Design apb_to_ahbl, sky130hd; sources not shown.
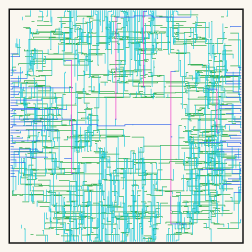
*Routed metal, one color a layer, run 1*
Drawn at 2 px/um.
- M2: cyan (wire length 6230 um)
- M1: green (wire length 4560 um)
- M3: blue (wire length 687 um)
- M4: magenta (wire length 243 um)
via count: 3367
GRT Overall Usage: 0.162
final WL: 11.7 mm
wire per inst: 14.6 um

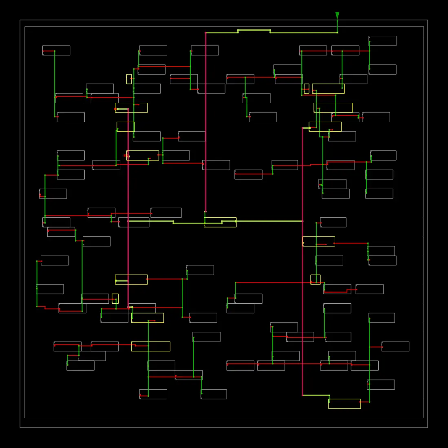
*The clock network, run 1*
clock sink count: 84
Clock Power: 2.24 mW

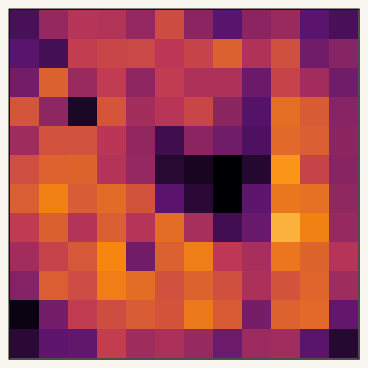
*Local utilization, run 1*
Drawn at 3 px/um. The die is cut into 12 by 12 equal tiles; black is low, pale yellow is high, 0 to 100% covered.
- tiles over 75% full: 1.4%
- fullest tile: 83%
- nearly empty tiles: 1.4%
Core Area: 12700 um2
Initial Util: 0.257
Util after Layout: 0.498

==> results.yml, run 1 <==
# flow metrics
worst_setup_path:
  worstPathCellList: "inv_4, ha_4, buf_6"
  critPathKind: "register to output pin"
  crit_slowest_cell: "dfxtp_4"
  rrSetupSlack_ps: 130
  end_kind: "output pin"
  path_buffers: 2
final_layout:
  regArea_um2: 1780
  seqAreaFraction: 0.283
  clock_buffers: 12
  sh_comb_area: 0.275
  buffer_area_frac: 0.355
  stdcell_area_um2: 6300
  flop-count: 84
  num-nonclk-inverters: 2
  largestClassByArea: "buffers"
  drive_gt1_frac: 0.535
placement:
  io_buffers: 170
  dp_slack_ps: -394
  dp_hpwl_mm: 8.13
synth:
  ys_cells: 406
  synthDominantCellAreaShare: 0.517
  synthMostInstantiatedCell: "nand2_1"
  seq_area_frac_synth: 0.517
  flop_cell: "dfxtp_1"
  synthTopCellsByCount: "nand2_1, dfxtp_1, a21oi_1"
  ys_warn_count: 0
  synth.cell_area_um2: 3260
  avgSynthCellArea_um2: 8.02
  ys_area_um2: 3260
clock_tree:
  cts_root_buf: "clkbuf_16"
  postCtsSetupBuffers: 2
  tritoncts: "done"
  clk_latency_ps: 340
  cts_resized: 415
  clk_path_buf_depth: 2
  cts_buffers: 9
  cts.reportedPaths.clkPinSlew_ps: 60
power:
  swShare: 0.291
  p_seq_frac: 0.362
  p_per_area_nw_per_um2: 1100
  comb_power_share: 0.317
  vdd_ir_drop_max_mv: 0.417
  p_switching_mw: 2.03
final_timing:
  setup_viol: 0
  slew_viol_final: 0
  fmax_mhz: 659
  fin_crit_ps: 1520
  final.setup.worst_slack_ps: 82.6
  hold_violations: 0
global_routing:
  antenna_found_initial: 0
  met2_usage: 0.292
  use_met3: 0.0415
  grt-ovfl-total: 0
  grt.busiest_layer: "met2"
  globalRouteMet1Util: 0.179
  grt_max_degree: 14
routing:
  wl_met3_um: 686
  first_pass_iters: 3
  via_per_inst: 4.20
  highest_layer: "met4"
  met2_length_mm: 6.23
floorplanning:
  ios: 199
  n_tap_cell: 172
  rows: 41
run:
  openroad.warnings: 32
outcome:
  status: "complete, no violations"
min_path:
  whs_path_depth: 2
run 1: cells in the final DEF, fill, tap and decap left out, types with 2 or more instances in the layout:
| master | synthesis | layout |
|---|---|---|
| buf_8 | 1 | 4 |
| clkbuf_1 | 5 | 2 |
| nand2b_1 | 2 | 2 |
| buf_4 | 33 | 36 |
| clkdlybuf4s50_1 | 0 | 84 |
| a21oi_1 | 73 | 40 |
| dlygate4sd2_1 | 0 | 2 |
| dfxtp_4 | 0 | 2 |
| ha_4 | 0 | 2 |
| a21oi_2 | 10 | 43 |
| dfxtp_1 | 84 | 6 |
| conb_1 | 2 | 28 |
| clkbuf_4 | 0 | 2 |
| ha_2 | 0 | 2 |
| bufinv_16 | 0 | 2 |
| dfxtp_2 | 0 | 76 |
| buf_6 | 0 | 51 |
| nand2_1 | 166 | 124 |
| buf_2 | 7 | 47 |
| nand2_2 | 0 | 9 |
| inv_4 | 0 | 2 |
| nand2_4 | 0 | 33 |
| buf_12 | 1 | 6 |
| clkbuf_16 | 0 | 13 |
run 1: cell families after synthesis:
family                   after synthesis  share of synthesized area
AND-OR/OR-AND                         86                      0.146
adder cells (fa/ha/maj)                4                     0.0154
buffers and inverters                 57                      0.115
flip-flops                            84                      0.517
multiplexers                           1                    0.00307
other                                  2                    0.00231
AND/OR/NAND/NOR                      172                      0.202
run 1: power groups by stage:
stage	sequential (mW)	combinational (mW)	clock, mW
after CTS	2.47	1.63	2.30
after global placement	2.48	1.63	0
after floorplan	2.58	0.731	0
after global routing	2.55	2.40	2.41
after detailed placement	2.50	1.67	0
final	2.52	2.21	2.24
==> inputs of run 2 (changes only) <==
--- a/config.mk
+++ b/config.mk
@@ -5,7 +5,7 @@
 export SDC_FILE = /design/constraint.sdc
 export NUM_CORES = 1
 export LEC_CHECK = 0
-export CAP_MARGIN = 20
+export CAP_MARGIN = 40
 export CELL_PAD_IN_SITES_DETAIL_PLACEMENT = 1
 export CELL_PAD_IN_SITES_GLOBAL_PLACEMENT = 1
 export CORE_UTILIZATION = 25
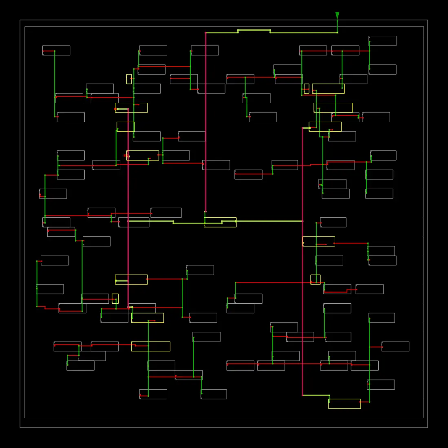
*The clock network, run 2*
seq_cells: 84
worst skew pair latency: 340 ps
clock buf count: 12
Clock Skew: 6.73 ps

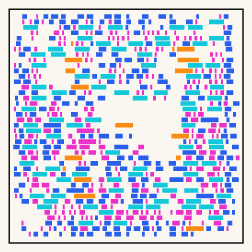
*Placed cells, one color a class, run 2*
Drawn at 2 px/um.
- remaining buffers and delay cells: blue (cells 237; share of their area 37%)
- registers: cyan (cells 84; share of their area 29%)
- remaining logic cells: magenta (cells 293; share of their area 29%)
- clock drivers and dummy loads: orange (cells 16; share of their area 5.2%)
Seq/total area: 0.283
FP Rows: 41
fin area: 6300 um2

==> run 2 against run 1 <==
  * Critical endpoint unchanged
  * Critical path depth unchanged
  * Non-clock buffer count stayed put
  * Utilization stayed put
  * Flip-flop count is the same
  * Global-route usage unchanged
  * First-iteration DRC count stayed put
  * Setup slack unchanged
==> results.yml, run 2 <==
# flow metrics
synth:
  seq_area_frac_synth: 0.517
  edf_count: 0
  synth.cell_area_um2: 3260
  synth_flops: 84
  avgSynthCellArea_um2: 8.02
  synthTopCellsByCount: "nand2_1, dfxtp_1, a21oi_1"
  ys_cells: 406
  ys_area_um2: 3260
  synthDominantCellAreaShare: 0.517
  ys_types: 22
  synthMostInstantiatedCell: "nand2_1"
  synth_cells: 406
  flop_cell: "dfxtp_1"
  ys_warn_count: 0
global_routing:
  grt_use_total: 0.162
  grt_max_degree: 14
  antenna_found_initial: 0
  grt-ovfl-total: 0
routing:
  via_count: 3367
  wl_per_cell_um: 14.6
  via_per_inst: 4.20
  drtAntennaViolNets: 0
  first_pass_iters: 3
  routed_wl_mm: 11.7
  dr.first_iter.drc_count: 76
  route.detailed.drc: 0
worst_setup_path:
  rrSetupSlack_ps: 130
  worst_setup_path_start_kind: "register"
  end_kind: "output pin"
  arrival_ps: 1040
  critPathKind: "register to output pin"
  worstPathRequired_ps: 1120
clock_tree:
  cts_buffers: 9
  cts_sinks: 84
  cts.reportedPaths.clkPinSlew_ps: 60
  htree_levels: 3
  clk_path_buf_depth: 2
  tritoncts: "done"
  cts_root_buf: "clkbuf_16"
floorplanning:
  core_um2: 12700
  initial_core_util: 0.257
  dieWidth_um: 116
  ios: 199
  die_area_um2: 13500
final_timing:
  final.setup.worst_slack_ps: 82.6
  rsz0062_at_grt: "yes"
  hold_violations: 0
  slew_viol_final: 0
  setup_viol: 0
  fin_crit_ps: 1520
  fmax_mhz: 659
run:
  max-cap-violations: 0
  openroad.warnings: 32
placement:
  dpl_cell_area_um2: 5280
  gp_congestion: 0.700
  dp_slack_ps: -394
  io_buffers: 170
  dp_hpwl_mm: 8.13
min_path:
  whs_path_depth: 2
  hold_class: "register to register"
final_layout:
  layout.cells.most_common: "nand2_1"
  lay_top_cells: "nand2_1, clkdlybuf4s50_1, dfxtp_2"
  drive_gt1_frac: 0.535
  area_delta_synth_final_pct: 93.7
  diodes: 0
outcome:
  status: "complete, no violations"
power:
  p_leak_nw: 2.74
  vdd_ir_drop_max_mv: 0.417
  p_per_area_nw_per_um2: 1100
  power.total_mw: 6.97
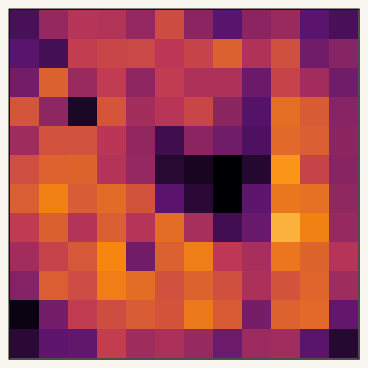
*Local utilization, run 2*
Drawn at 3 px/um. The die is cut into 12 by 12 equal tiles; black is low, pale yellow is high, 0 to 100% covered.
- mean over tiles: 45%
- nearly empty tiles: 1.4%
- tiles over 75% full: 1.4%
- fullest tile: 83%
- emptiest ninth of the die: center

run 2: metal layers:
metal,GRT usage,wire length (um),vias up
met3,0.0415,686,15
met4,0.0726,242,0
met5,0,0,-
met1,0.179,4560,1573
li1,-,-,1674
met2,0.292,6230,105
run 2: repair_timing:
action,4_1_cts,5_1_grt
gates cloned,1,4
resized,415,225
hold buffers,0,0
buffers inserted,2,5
pin swaps,1,38
setup endpoints to repair,168,152
run 2: cell families after synthesis:
kind of cell,synth area share
flip-flops,0.517
adder cells (fa/ha/maj),0.0154
other,0.00231
AND/OR/NAND/NOR,0.202
buffers and inverters,0.115
multiplexers,0.00307
AND-OR/OR-AND,0.146
run 2: where the power goes:
group | switching [mW] | internal (mW)
combinational | 1.04 | 1.17
clock | 0.829 | 1.41
sequential | 0.157 | 2.37
total | 2.03 | 4.94
run 2: metrics by stage:
stage,TNS [ps],utilization,hold WS [ps],cells
2_1_floorplan,0,-,474,432
3_3_place_gp,-23230,0.417,442,774
3_5_place_dp,-24840,0.417,449,774
4_1_cts,0,0.425,455,793
5_1_grt,0,0.498,477,802
6_report,0,0.498,452,802
run 2: area by class of cell:
| class | instances | area (um2) | area share |
|---|---|---|---|
| Tap cell | 172 | 215 | 0.0341 |
| Sequential cell | 84 | 1780 | 0.283 |
| Inverter | 2 | 12.5 | 0.00198 |
| Buffer | 55 | 503 | 0.0798 |
| Clock buffer | 12 | 246 | 0.0391 |
| Clock inverter | 4 | 72.6 | 0.0115 |
| Timing Repair Buffer | 182 | 1740 | 0.275 |
| Multi-Input combinational cell | 291 | 1740 | 0.275 |
run 2: critical path: stages, from the launching register on:
cell and delay [ps]:
dfxtp_4 370, inv_4 50, ha_4 160, buf_6 120
Power figures rest on the tool's default switching activity, not on a simulated workload.
